==> config.mk <==
export PLATFORM = sky130hd
export DESIGN_NAME = pwm_ramp_ctrl
export DESIGN_NICKNAME = d
export VERILOG_FILES = /design/src/rtl/pwm_ramp_ctrl.sv
export SDC_FILE = /design/constraint.sdc
export NUM_CORES = 1
export LEC_CHECK = 0
export CAP_MARGIN = 20
export CORE_MARGIN = 10
export CORE_UTILIZATION = 50
export DETAILED_ROUTE_END_ITERATION = 8
export PLACE_DENSITY = 0.71
export SLEW_MARGIN = 0
export SYNTH_ARGS = -nofsm -noshare
export SYNTH_HDL_FRONTEND = slang
export SYNTH_SLANG_ARGS = --single-unit
==> constraint.sdc <==
create_clock -name clk -period 7.5 [get_ports clk]
set_input_delay 1.125 -clock clk [delete_from_list [all_inputs] [get_ports clk]]
set_output_delay 1.125 -clock clk [all_outputs]
set_load 0.005 [all_outputs]
Fig. 1: clock distribution
Scale bar: 20 microns.
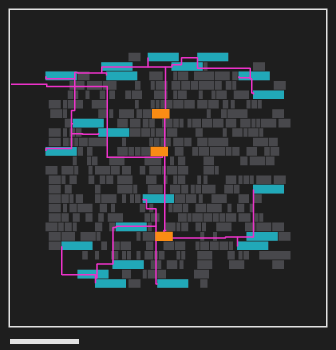
[clock drivers] orange | count: 3
[clock wires] magenta | length: 374 microns
[flip-flops] cyan | count: 21
routed clock nets	4
worst clock skew: 0.00252 ns
worst skew pair latency: 0.27 ns
clock distribution power: 0.0795 mW
share of power burned in the clock network: 6.0%

Fig. 2: sequential cells colored by netlist name
Scale bar: 20 microns. Other sequential cells in the stronger gray, the rest of the logic in the fainter gray.
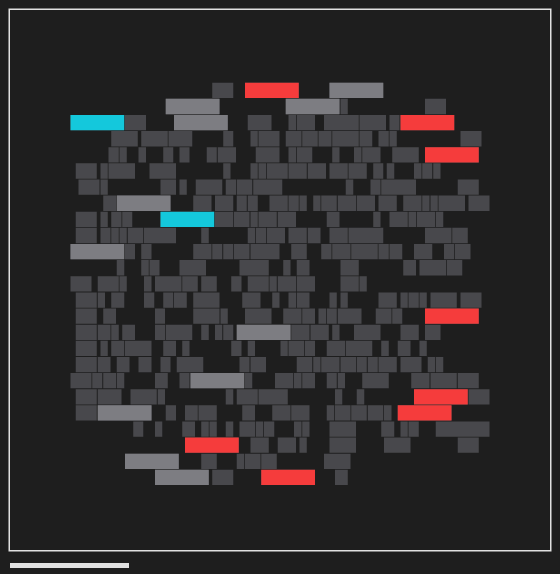
name in the netlist	color	sequential cells
r_state	cyan	2
duty	red	8
not colored	11
power in sequential cells: 0.263 mW
utilization after layout: 58.4%

Fig. 3: cell placement
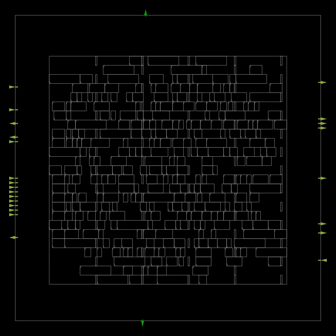
number of well taps: 67
number of non-filler instances in the completed layout: 393
sequential cell area share: 18.7%
Core Rows: 25
standard cell core area: 4820 sq um

Fig. 4: sizing map
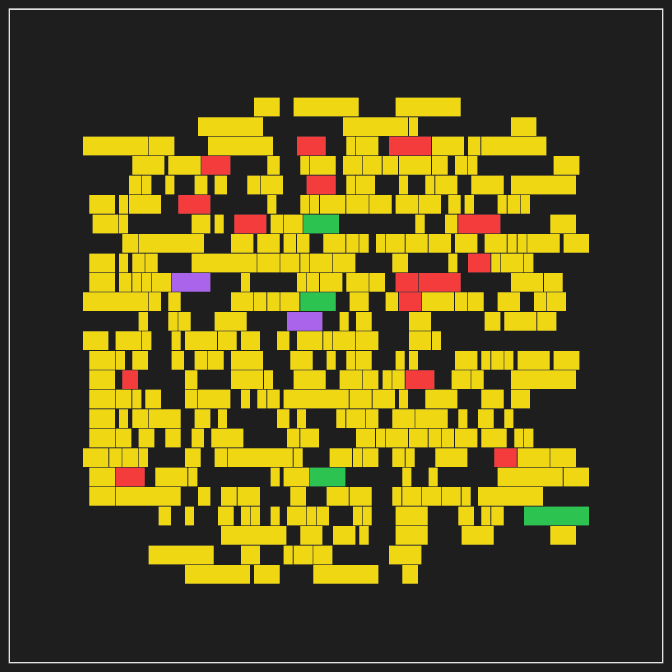
size	color	cells	share
_3 and _4 cells	purple	2	0.61%
_6 and larger	green	4	1.2%
_0 and _1 cells	yellow	305	94%
_2 cells	red	15	4.6%
final cell area excluding filler cells: 2820 sq um
number of buffers other than clock buffers in the final layout: 25
worst setup slack after layout: 3.83 ns

Fig. 5: signal metal coverage by tile
The die is cut into 18 by 18 equal tiles; dark blue is low, red is high, scaled to the fullest tile. Values are wire area over tile area, all layers added.
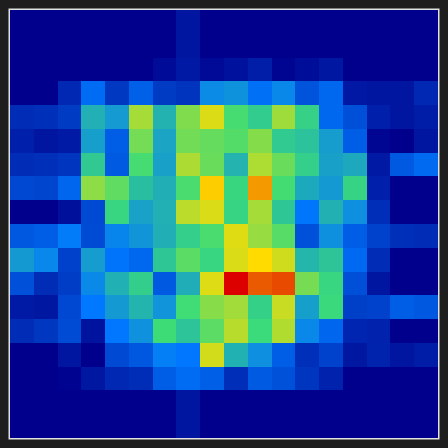
mean over tiles	0.13
tiles over half the peak	14%
densest ninth of the die	center
total wire length: 6.53 mm
via count of the routed design: 2368

==> Implementation_results.wiki <==
=== Physical design figures ===
{| class="wikitable"
! Metric !! Value
|-
| Comb group || 0.978 mW
|-
| Primary flip-flop cell chosen by synthesis mapping || dfrtp_1
|-
| Initial core utilization || 52.4%
|-
| Cell seen most often among critical-path stages || xnor2_1
|-
| Kind of capture point of the worst setup path || register
|-
| GP Congestion || 0.862
|-
| Min-Delay Path Depth || 1
|-
| Quantity of hold-fixing buffers added after cts || 0
|-
| Biggest consumer || combinational cells
|-
| Slowest stage delay, CP || 0.47 ns
|-
| Number of sinks on the clock net || 21
|-
| Power Internal || 0.634 mW
|-
| Cell area after synthesis || 2530 sq um
|-
| Antenna-violating nets left || 0
|-
| Clock tree root driver cell || clkbuf_8
|-
| Resized cells post-CTS || 0
|-
| Filler Cell Count || 465
|-
| Synthesized netlist net count || ~360
|-
| Final critical path time including I/O delays and setup || 3.67 ns
|-
| WL met2 || 2.96 mm
|-
| Layout area overhead || 11.4%
|-
| CTS H-tree depth || 1
|-
| Peak ir drop on the vdd network || about 0.19 mV
|-
| Top cells excl fill/tap || 30 x nand2_1, 28 x ha_1, 24 x nor2_1, 24 x clkdlybuf4s50_1, 23 x xnor2_1
|-
| Die width || 91.1 microns
|-
| Comb pwr share || 74.0%
|-
| Vias per inst || 6.03
|-
| Proportion of power drawn by flip-flops and latches || 19.9%
|-
| Clock tree from TritonCTS || done
|-
| Number of global-route vias before repair || roughly 2200
|-
| Share of total power consumed by net switching || ~52%
|-
| Sum of negative setup slack || 0 ns
|-
| Logic depth of the worst register-to-register path || 13
|-
| Floorplan die height || roughly 91 microns
|-
| Detailed placer's ending HPWL || 5.06 mm
|-
| Registers, synthesis || 21
|-
| Number of antenna violations at the first check in global routing || 0
|-
| Final net count || 368
|-
| Cell type of the slowest stage on the worst timing path || dfrtp_1
|-
| Slew at the pin closest to its max-slew limit || slightly above 0.8 ns
|-
| Global Route Usage Sum || between 15 and 20%
|-
| Cell count in the Yosys report || 318
|-
| Final Max Slew Viols || 0
|-
| Psw || slightly below 0.7 mW
|-
| Chip area estimate from yosys synthesis || approximately 2500 sq um
|-
| Arrival time reported for the critical path endpoint || about 3.8 ns
|-
| Largest net degree at the start of global routing || 23
|-
| Wire length of the first global-routing pass || 11.3 mm
|-
| Max-Cap Viols || 0
|-
| Top cells by count, synth || 30 x nand2_1, 28 x ha_1, 24 x nor2_1
|-
| Crit Path Class || reg2reg
|-
| Flip-flops with a built-in enable || 0
|-
| Total gr overflow || 0
|-
| Sum of met3 wire segment lengths after detailed routing || 337 microns
|-
| Relative slew margins || a little under half
|-
| Area fraction in and, or, nand and nor cells after synthesis || between 10% and 20%
|-
| Sort of element at the start of the critical path || register
|-
| Count of buffers added by post-CTS timing repair for setup || 0
|-
| Yosys synthesis warning count || 0
|-
| Port buffer count || 24
|-
| Multi-input gate area in the final layout || 1800 sq um
|-
| Yosys top cell by area || dfrtp_1
|-
| Sequential standard cell area || between 500 and 600 sq um
|-
| Min-Delay Path Class || reg2reg
|-
| Number of buffers and inverters on the critical path || 1
|-
| Total CTS buffers || 3
|-
| Ports placed on the boundary || 25
|-
| Number of cells after detailed placement || 388
|-
| Warning total across the stage logs || 29
|-
| Mux contribution to synthesized area || 4.01%
|-
| Uppermost routed layer || met4
|-
| Smallest hold slack || 0.580 ns
|-
| Stages on worst setup path || 13
|-
| Data required, critical path || 7.62 ns
|-
| Run status || finished, final reports clean
|-
| Async SR Flop Fraction || 100%
|-
| Most used standard cell by instance count after synthesis || nand2_1
|-
| Post-layout period usage || 49.0%
|-
| Sequential element share of the synthesized area || 20.8%
|-
| Aoi/oai-family share of the synthesized area || 24.3%
|-
| Total power per unit cell area || 469 nW/um^2
|-
| Number of standard cells after synthesis || 318
|-
| Residual DRC count || 0
|-
| Area share of the leading cell type in the synthesized netlist || 20.8%
|-
| Critical-path cell list || clkinv_1 > a21oi_1 > xnor2_1 > nand2_1 > ha_1 > a21o_1 > a211oi_1 > o31ai_1 > o21ai_1 > mux2_2 > mux2i_1 > xnor2_1 > a31oi_1
|-
| Final hold vios || 0
|-
| Final Power || 1.32 mW
|-
| Maximum clock path buffer count || 2
|-
| Reg-to-reg setup timing slack || 3.83 ns
|-
| RSZ-0062 raised after global routing || no
|-
| First drt pass iteration count || 4
|-
| Full die area || 8300 sq um
|-
| Crit path max-delay family || AND-OR/OR-AND gates
|-
| CTS clk-pin slew, worst paths || 0.08 ns
|-
| Cell leakage power || 1.18 nW
|-
| Yosys xor share || 10.9%
|-
| Leading post-synthesis cells by cell area || dfrtp_1 21%, ha_1 14%, xnor2_1 8.0%, nand2_1 4.5%, o21ai_0 4.4%
|-
| Dominant logic cell type in the layout || nand2_1
|-
| Dominant combinational cell family by area after synthesis || AND-OR/OR-AND gates
|-
| Final setup violation count || 0
|-
| Number of DRC markers in iteration 0 || approximately 250
|-
| Cell area reported after detailed placement || 2750 sq um
|-
| Critical-path maximum fanout || 8
|-
| Yosys adder share || 13.9%
|-
| Worst setup slack after placement || about 3.7 ns
|-
| Proportion of layout cells with a drive suffix above 1 || 6.44%
|-
| Final antenna diode count || 0
|-
| Synthesized area per cell || 7.94 sq um
|-
| WL met1 || approximately 3.1 mm
|-
| Netlist cell types || 56
|-
| Routed len/inst || 16.6 microns
|-
| Maximum operating frequency || 0.272 GHz
|}
==> worst reg2reg max path: cells and delay by family, from the launching register on <==
family | cells | cell delay, ns
adders and majority gates | 1 | 0.31
and+or+nand+nor | 1 | 0.07
buffers and inverters | 1 | 0.32
muxes | 2 | 0.59
AOI/OAI and AO/OA | 6 | 1.46
DFF | 1 | 0.47
xor gates and xnor gates | 2 | 0.31
==> layout make-up <==
class / count / area share [%]
Multi-Input combinational cell: 251 / 64.0
Clock buffer: 4 / 1.60
Sequential cell: 21 / 18.7
Tap cell: 67 / 2.98
Timing Repair Buffer: 25 / 9.42
Inverter: 25 / 3.33
==> routing by layer <==
metal / track usage, % / vias to the layer above
li1: - / 1162
met1: 21.6 / 1124
met2: 24.8 / 68
met3: 2.88 / 14
met4: 5.09 / 0
met5: 0 / -
Power is estimated from default activity; no workload was simulated.
